$ cat config.mk
export PLATFORM = sky130hd
export DESIGN_NAME = serial_feeder
export DESIGN_NICKNAME = d
export VERILOG_FILES = /design/src/rtl/check_pkg.sv /design/src/rtl/hold_reg.sv /design/src/rtl/serial_feeder.sv
export SDC_FILE = /design/constraint.sdc
export NUM_CORES = 1
export LEC_CHECK = 0
export CORE_ASPECT_RATIO = 2
export CORE_MARGIN = 1.5
export CORE_UTILIZATION = 30
export CTS_CLUSTER_SIZE = 8
export DETAILED_ROUTE_END_ITERATION = 10
export GPL_ROUTABILITY_DRIVEN = 0
export SLEW_MARGIN = 20
export SYNTH_ARGS = -nofsm -noshare
export SYNTH_HDL_FRONTEND = slang
export SYNTH_SLANG_ARGS = --single-unit
$ cat constraint.sdc
create_clock -name clk -period 1.9 [get_ports clk]
set_input_delay 0.475 -clock clk [delete_from_list [all_inputs] [get_ports clk]]
set_output_delay 0.475 -clock clk [all_outputs]
set_load 0.1 [all_outputs]
$ cat src/rtl/check_pkg.sv
// Shared types and constants for the serial feeder and the "10010" sequence checker.
package check_pkg;

    typedef enum logic {
        IDLE  = 1'b0,
        SHIFT = 1'b1
    } state_t;

    localparam int         DATA_W_DEF = 8;
    localparam logic [4:0] PATTERN    = 5'b10010;

endpackage

$ cat src/rtl/hold_reg.sv
// One-entry holding register: decouples the upstream producer from the shifter.
module hold_reg #(
    parameter int W = 8
) (
    input  logic         clk,
    input  logic         rst,
    input  logic         load_i,
    input  logic         take_i,
    input  logic [W-1:0] data_i,
    output logic [W-1:0] data_o,
    output logic         full_o
);

    logic [W-1:0] data_q, data_d;
    logic         full_q, full_d;

    // load and take never coincide: load needs an empty slot, take a full one
    always_comb begin
        data_d = data_q;
        full_d = full_q;
        if (load_i) begin
            data_d = data_i;
            full_d = 1'b1;
        end else if (take_i) begin
            full_d = 1'b0;
        end
    end

    always_ff @(posedge clk or posedge rst) begin
        if (rst) begin
            data_q <= '0;
            full_q <= 1'b0;
        end else begin
            data_q <= data_d;
            full_q <= full_d;
        end
    end

    assign data_o = data_q;
    assign full_o = full_q;

endmodule

$ cat src/rtl/serial_feeder.sv
// Parallel-to-serial front end: valid/ready words in, MSB-first bit stream out on num.
//   state | meaning
//   IDLE  | shifter empty, num driven with idle fill
//   SHIFT | shifter holds a word, bit_idx counts down to the LSB
module serial_feeder
    import check_pkg::*;
#(
    parameter int   DATA_W   = DATA_W_DEF,
    parameter logic IDLE_LVL = 1'b0
) (
    input  logic              clk,
    input  logic              rst,
    input  logic [DATA_W-1:0] in_data,
    input  logic              in_valid,
    output logic              in_ready,
    output logic              num,
    output logic              num_valid,
    output logic              busy,
    output logic [15:0]       words_sent
);

    localparam int                IDX_W   = $clog2(DATA_W);
    localparam logic [IDX_W-1:0]  IDX_TOP = IDX_W'(DATA_W - 1);

    state_t             state_q;
    logic [DATA_W-1:0]  shift_q;
    logic [IDX_W-1:0]   bit_idx_q;
    logic [15:0]        words_sent_q;

    logic               hold_full;
    logic [DATA_W-1:0]  hold_data;
    logic               transfer;
    logic               last_bit;
    logic               hold_load;
    logic               hold_take;

    assign in_ready  = !hold_full;
    assign transfer  = in_valid && in_ready;
    assign last_bit  = (state_q == SHIFT) && (bit_idx_q == '0);
    // On the last bit with an empty holding slot the new word goes straight into the shifter
    assign hold_load = transfer && (state_q == SHIFT) && !last_bit;
    assign hold_take = last_bit && hold_full;

    hold_reg #(.W(DATA_W)) u_hold (
        .clk    (clk),
        .rst    (rst),
        .load_i (hold_load),
        .take_i (hold_take),
        .data_i (in_data),
        .data_o (hold_data),
        .full_o (hold_full)
    );

    always_ff @(posedge clk or posedge rst) begin
        if (rst) begin
            state_q      <= IDLE;
            shift_q      <= '0;
            bit_idx_q    <= '0;
            words_sent_q <= '0;
        end else begin
            case (state_q)
                IDLE: begin
                    if (transfer) begin
                        shift_q   <= in_data;
                        bit_idx_q <= IDX_TOP;
                        state_q   <= SHIFT;
                    end
                end
                SHIFT: begin
                    if (bit_idx_q != '0) begin
                        shift_q   <= shift_q << 1;
                        bit_idx_q <= bit_idx_q - IDX_W'(1);
                    end else begin
                        words_sent_q <= words_sent_q + 16'd1;
                        if (hold_full) begin
                            shift_q   <= hold_data;
                            bit_idx_q <= IDX_TOP;
                        end else if (transfer) begin
                            shift_q   <= in_data;
                            bit_idx_q <= IDX_TOP;
                        end else begin
                            state_q <= IDLE;
                        end
                    end
                end
                default: state_q <= IDLE;
            endcase
        end
    end

    assign num        = (state_q == SHIFT) ? shift_q[DATA_W-1] : IDLE_LVL;
    assign num_valid  = (state_q == SHIFT);
    assign busy       = (state_q == SHIFT) || hold_full;
    assign words_sent = words_sent_q;

endmodule

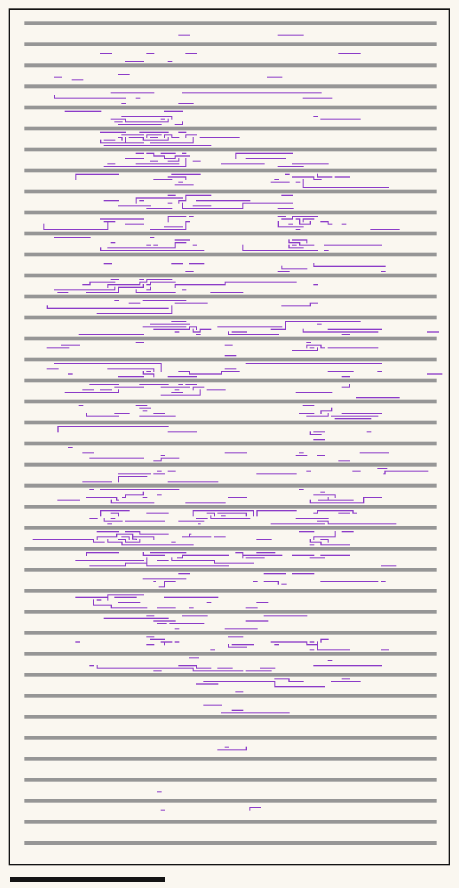
**Above:** run 1 (met1 routing).
Scale bar: 20 µm. Supply wires on this layer in gray.
164 nets have wire on it. The layer holds 38% of the routed length.
GR Util met1: 14.25%
drt total wl: 3620 µm
detailed-route via count: 1,267

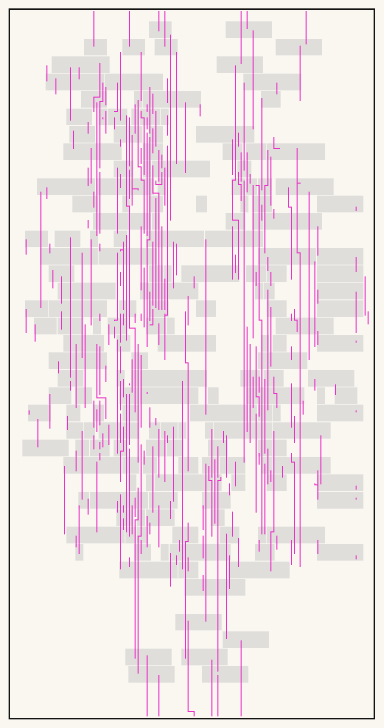
**Above:** run 1 (signal wires on met2).
Cells faint in the background.
The wires run mostly vertical. The layer carries 2,080 µm of wire. The longest straight run is 49.0 µm. The layer holds 57% of the routed length. 184 nets have wire on it.
met2 Resource Use GR: 22.87%

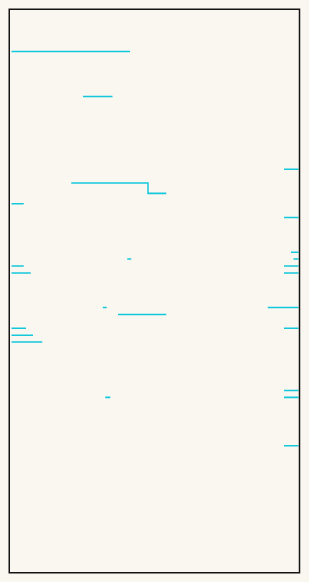
**Above:** run 1 (met3 routing).
The longest straight run is 23.0 µm. The wires run mostly horizontal. The layer carries 107 µm of wire. 21 nets have wire on it.
grt met3 use: 2.810%

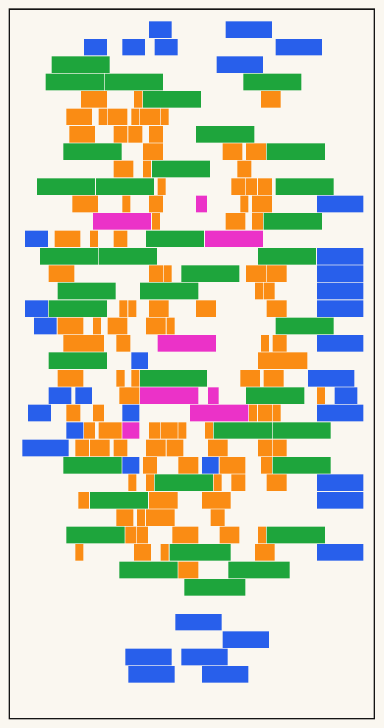
**Above:** run 1 (placed cells, one color a class).
Magenta is clock drivers and dummy loads, cells 8, share of their area 5.9%. Blue is other buffers and delay cells, cells 37, share of their area 24%. Orange is all other logic, cells 108, share of their area 32%. Green is flip-flops, cells 37, share of their area 39%.

==> flow_summary.yaml, run 1 <==
# synthesis and place-and-route metrics
pwr:
  ir_drop_v: 0.0008692
  p_per_area_nw_per_um2: 1486
finish:
  final_cell_mix: "dfrtp_1, nand2_1, buf_12, xnor2_1, clkdlybuf4s50_1"
  drive_above_1_share_pct: 28.95
  instances_no_fill: 251
  syn2layout_area_growth_pct: 42.71
setup_path:
  critPathCaptureType: "output port"
  path_buffers: 1
  critPathMaxFanout: 13
  critical_path.cell_chain: "or2_2 -> buf_12"
  critical_path_class: "reg -> out"
  cpLargestDelayFamily: "flip-flops"
  worst_path_largest_cell_delay_ns: 0.54
  slowest_stage: "dfrtp_4"
logic_synthesis:
  ys_seq_share_pct: 53.39
  yosysChipArea_um2: 1734
  yosysTopAreaCellShare_pct: 53.39
  synth.distinct_cells: 34
  yosysCellCount: 153
  synth.avg_cell_area_um2: 11.33
  synth_flops: 37
  synth_warnings: 0
  yosysTopAreaCell: "dfrtp_1"
  synth_nets: 167
  synth_area_um2: 1734
job:
  cap_violations: 0
routing:
  first_pass_iters: 3
  antenna_left: 0
  vias_per_cell: 5.048
  route.detailed.drc: 0
  routedWlPerCell_um: 14.42
timing:
  rsz0062_at_grt: "false"
  slew_violations: 0
  fin_crit_sh_pct: 94.43
  max-slew-margin-rel_pct: 79.32
  clock_skew_ns: 0.003281
  max_slew.worst_pin.slew_ns: 0.3091
  fin_crit_ns: 1.794
  max_freq_mhz: 557.4
global_routing:
  antenna_found_initial: 0
  grt_pass1_vias: 1358
  overflow: 0
  grt.total_usage_pct: 12.92
  grt_max_degree: 38
cts:
  clkSinkCount: 37
  clockBufferDepth: 2
  clk_pin_slew_ns: 0.06
  ctsResizeCount: 0
  postCtsSetupBuffers: 0
  clk_latency_ns: 0.27
  htreeDepth: 2
  numCtsBuffers: 5
  cts_tree: "built"
  cts_hold_buf: 0
outcome:
  status: "finished, final reports clean"
floorplan:
  die.size.y_um: 110.5
  dieWidth_um: 56.76
  fp-utilization_pct: 30.64
  pin_count: 31
  design.core.area_um2: 5660
## run 1: through the flow
step	cell area (µm²)	hold WS, ns	setup slack (ns)	utilization, %	total power (W)
after detailed placement	2332	0.4794	0.08206	41.20	0.002912
after CTS	2475	0.4922	0.09878	43.72	0.003711
after global placement	2332	0.4772	0.1209	41.20	0.002879
after floorplan	1745	0.4638	0.001013	-	0.002377
after global routing	2475	0.4999	0.06689	43.72	0.003885
final	2475	0.4887	0.1059	43.72	0.003677
## run 1: final timing paths
check                                        from                         end  slack (ns)  depth (start not counted)
max in group asynchronous                     rst         num_valid$_DFF_PP0_        1.14                          3
min in group asynchronous                     rst   words_sent[8]$_DFFE_PP0P_        0.56                          3
min                        bit_idx_q[1]$_DFF_PP0_      bit_idx_q[1]$_DFF_PP0_        0.49                          1
max reg2reg                bit_idx_q[0]$_DFF_PP0_  words_sent[12]$_DFFE_PP0P_        0.24                          6
max                           num_valid$_DFF_PP0_                        busy        0.11                          2
min reg2reg                bit_idx_q[1]$_DFF_PP0_      bit_idx_q[1]$_DFF_PP0_        0.49                          1
## run 1: cell type report
class / instances / area [µm²]
timing repair buffer: 37 / 565.5
multi-input combinational: 104 / 742.0
clock buffer: 5 / 125.1
clock inverter: 3 / 17.52
inverter: 4 / 15.01
fill: 535 / 3186
sequential: 37 / 933.4
tap: 61 / 76.32
## run 1: per-layer routing
layer | wire length, µm | vias to the layer above | global-route usage [%]
met4 | 58 | 0 | 5.891
li1 | - | 608 | -
met3 | 106 | 4 | 2.810
met2 | 2075 | 26 | 22.87
met1 | 1379 | 629 | 14.25
met5 | 0 | - | 0
## run 1: cell usage after synthesis, drive strengths merged
master and count:
nand2b 2, o31ai 1, mux2i 1, o2bb2ai 1, mux2 9, and4 1, a21oi 2, xor2 2
ha 3, nand2 24, and2b 1, and3 4, nor2 3, xnor2 13, o21ai 2, inv 4
nand3 8, and2 1, nor2b 1, nand4 6, clkbuf 1, or2 1, dfrtp 37, o22ai 7
buf 7, and3b 1, nor3b 1, a32oi 7, o21a 2
## run 1: registers in the layout (all words and copies together), names as in the netlist
register and cells:
bit_idx_q 3, num_valid 1, shift_q 8, u_hold.data_o 8, u_hold.full_o 1, words_sent 16
## run 1: cell families (layout without fill, tap and decap cells)
kind of cell             after synthesis  count (layout)  synth area share, %
AND-OR/OR-AND                         22              22                9.235
XOR/XNOR                              15              15                7.576
adder cells (fa/ha/maj)                3               3                2.165
buffers and inverters                 12              49                3.968
flip-flops                            37              37                53.39
multiplexers                          10              10                6.422
AND/OR/NAND/NOR                       54              54                17.24
## run 1: power by group
part / switching [W] / total, W / internal [W]
combinational: 0.000913 / 0.00159 / 0.000674
sequential: 0.000240 / 0.00130 / 0.00106
clock: 0.000312 / 0.000792 / 0.000480
total: 0.00146 / 0.00368 / 0.00221
## run 1: worst register-to-register path: stages, from the launching register on
cell	delay [ns]
dfrtp_1	0.39
inv_1	0.08
ha_1	0.22
and3b_1	0.21
and3_1	0.35
nand3_1	0.14
xnor2_1	0.15
**Run 1: routing congestion**

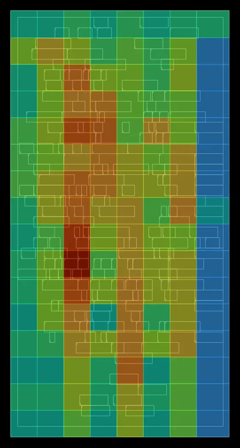

## Run 2: what changed since run 1
==> constraint.sdc (replaced) <==
create_clock -name clk -period 2 [get_ports clk]
set_input_delay 0.5 -clock clk [delete_from_list [all_inputs] [get_ports clk]]
set_output_delay 0.5 -clock clk [all_outputs]
set_load 0.1 [all_outputs]
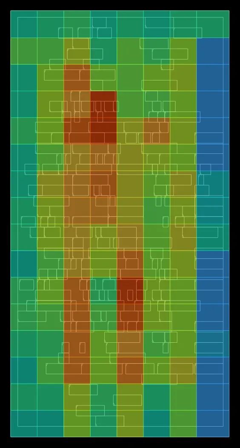
**Above:** run 2 (routing congestion).
GR Util met1: 12.99%
DR WL/cell: 14.55 µm
met2 Resource Use GR: 23.95%

==> run 2 against run 1 <==
Net effect: design area is 1.1% lower; sequential power is 5% lower; setup slack worse by 0.0088 ns; largest power group unchanged; critical path type unchanged.
==> flow_summary.yaml, run 2 <==
# synthesis and place-and-route metrics
pwr:
  p_per_area_nw_per_um2: 1424
  ir_drop_v: 0.0008455
  power_leakage_nw: 1.061
job:
  tool_warnings: 27
  cap_violations: 0
floorplan:
  dieWidth_um: 56.76
  rows: 39
  die.size.y_um: 110.5
  design.core.area_um2: 5660
  pin_count: 31
  fp-utilization_pct: 30.64
  die_area_um2: 6273
setup_path:
  crit_arrival_ns: 1.40
  critical_path_class: "reg -> out"
  critPathLaunchType: "flip-flop"
  crit_required_ns: 1.50
  critPathCaptureType: "output port"
  critPathMaxFanout: 21
finish:
  diodes: 0
  final_common_cell: "dfrtp_1"
  nets: 201
  syn2layout_area_growth_pct: 41.20
  instances_no_fill: 249
  drive_above_1_share_pct: 26.60
  final_cell_mix: "dfrtp_1, nand2_1, buf_12, xnor2_1, clkdlybuf4s50_1"
  fin_area_um2: 2449
  largest_reg_flops: 16
timing:
  max_freq_mhz: 525.5
  rsz0062_at_grt: "false"
  fin_crit_ns: 1.903
  max-slew-margin-rel_pct: 68.84
  hold_slack_ns: 0.5079
  clock_skew_ns: 0.005036
  fin_crit_sh_pct: 95.15
  slew_violations: 0
  final-setup-viol-count: 0
  final.setup.tns_ns: 0
  max_slew.worst_pin.slew_ns: 0.4674
  final_hold_viol_count: 0
cts:
  htreeDepth: 2
  clkSinkCount: 37
  clock-root-buffer: "clkbuf_16"
  postCtsSetupBuffers: 0
  numCtsBuffers: 5
  clk_pin_slew_ns: 0.06
  clk_latency_ns: 0.28
  ctsResizeCount: 0
  clockBufferDepth: 2
  cts_tree: "built"
  cts_hold_buf: 0
routing:
  drt-initial-drc-count: 46
  route.detailed.drc: 0
  wirelength_um: 3622
  via_count: 1275
  antenna_left: 0
  first_pass_iters: 4
  vias_per_cell: 5.120
logic_synthesis:
  synth.distinct_cells: 34
  top_cells_by_area: "dfrtp_1, xnor2_1, mux2_2, nand2_1, a32oi_1"
  netlist_top_cells_count: "dfrtp_1, nand2_1, xnor2_1"
  enable_flop_cells: 0
  yosysTopAreaCell: "dfrtp_1"
  yosysCellCount: 153
  top_cell: "dfrtp_1"
  synth_nets: 167
  yosysTopAreaCellShare_pct: 53.39
  synth.avg_cell_area_um2: 11.33
  ff_type: "dfrtp_1"
  synthCells: 153
  async_reset_ff_share_pct: 100.0
  synth_warnings: 0
  synth_flops: 37
  synth_area_um2: 1734
  ys_seq_share_pct: 53.39
  yosysChipArea_um2: 1734
global_routing:
  grt_util_met3_pct: 2.459
  grt_pass1_vias: 1308
  grt_max_degree: 38
  grt.total_usage_pct: 12.80
  antenna_found_initial: 0
  grt_pass1_wl_um: 6244
  grt_busiest_layer: "met2"
  overflow: 0
worst_hold_path:
  hold_path.class: "reg -> reg"
place:
  dpl_cell_area_um2: 2301
  post-dp-hpwl_um: 2612
  portBuffers: 30
  dp_cells: 241
outcome:
  status: "finished, final reports clean"
run 2: cell families (layout without fill, tap and decap cells):
group | Yosys count | after routing | share of synthesized area [%]
flops | 37 | 37 | 53.39
xor+xnor | 15 | 15 | 7.576
buf+inv | 12 | 47 | 3.968
simple gates | 54 | 54 | 17.24
fa+ha+maj | 3 | 3 | 2.165
compound gates | 22 | 22 | 9.235
mux | 10 | 10 | 6.422
run 2: worst paths after layout:
| check | start | end | slack (ns) | depth (start not counted) |
|---|---|---|---|---|
| min | u_hold.data_o[0]$_DFFE_PP0P_ | u_hold.data_o[0]$_DFFE_PP0P_ | 0.51 | 1 |
| min in group asynchronous | rst | shift_q[6]$_DFF_PP0_ | 0.63 | 3 |
| max in group asynchronous | rst | num_valid$_DFF_PP0_ | 1.00 | 3 |
| max reg2reg | bit_idx_q[0]$_DFF_PP0_ | words_sent[12]$_DFFE_PP0P_ | 0.32 | 6 |
| max | num_valid$_DFF_PP0_ | busy | 0.1 | 2 |
| min reg2reg | u_hold.data_o[0]$_DFFE_PP0P_ | u_hold.data_o[0]$_DFFE_PP0P_ | 0.51 | 1 |
run 2: critical path, cell delays in order (launching register included):
cell and delay, ns:
dfrtp_4 0.60, or2_2 0.35, buf_12 0.17
run 2: layout make-up:
cell class,instances,area (µm²)
Inverter,4,15.01
Clock inverter,3,22.52
Tap cell,61,76.32
Timing Repair Buffer,35,538.0
Multi-Input combinational cell,104,742.0
Sequential cell,37,929.6
Fill cell,547,3212
Clock buffer,5,125.1
run 2: power breakdown:
| group | leakage (nW) | internal [W] | switching, W |
|---|---|---|---|
| combinational | 0.538 | 0.000626 | 0.000847 |
| clock | 0.0621 | 0.000461 | 0.000309 |
| sequential | 0.461 | 0.000999 | 0.000243 |
| total | 1.06 | 0.00209 | 0.00140 |
run 2: through the flow:
| stage | util, % | setup slack (ns) | total power (W) |
|---|---|---|---|
| 2_1_floorplan | - | 0.06624 | 0.002252 |
| 3_3_place_gp | 40.65 | 0.1395 | 0.002706 |
| 3_5_place_dp | 40.65 | 0.1157 | 0.002739 |
| 4_1_cts | 43.26 | 0.08413 | 0.003522 |
| 5_1_grt | 43.26 | 0.06636 | 0.003683 |
| 6_report | 43.26 | 0.09708 | 0.003486 |
run 2: per-layer routing:
| metal | part of all wire [%] | wire length, µm | up-vias |
|---|---|---|---|
| met3 | 2.8 | 102 | 5 |
| li1 | - | - | 607 |
| met4 | 1.9 | 70 | 0 |
| met5 | 0 | 0 | - |
| met2 | 57 | 2050 | 30 |
| met1 | 39 | 1398 | 633 |
Power is estimated from default activity; no workload was simulated.
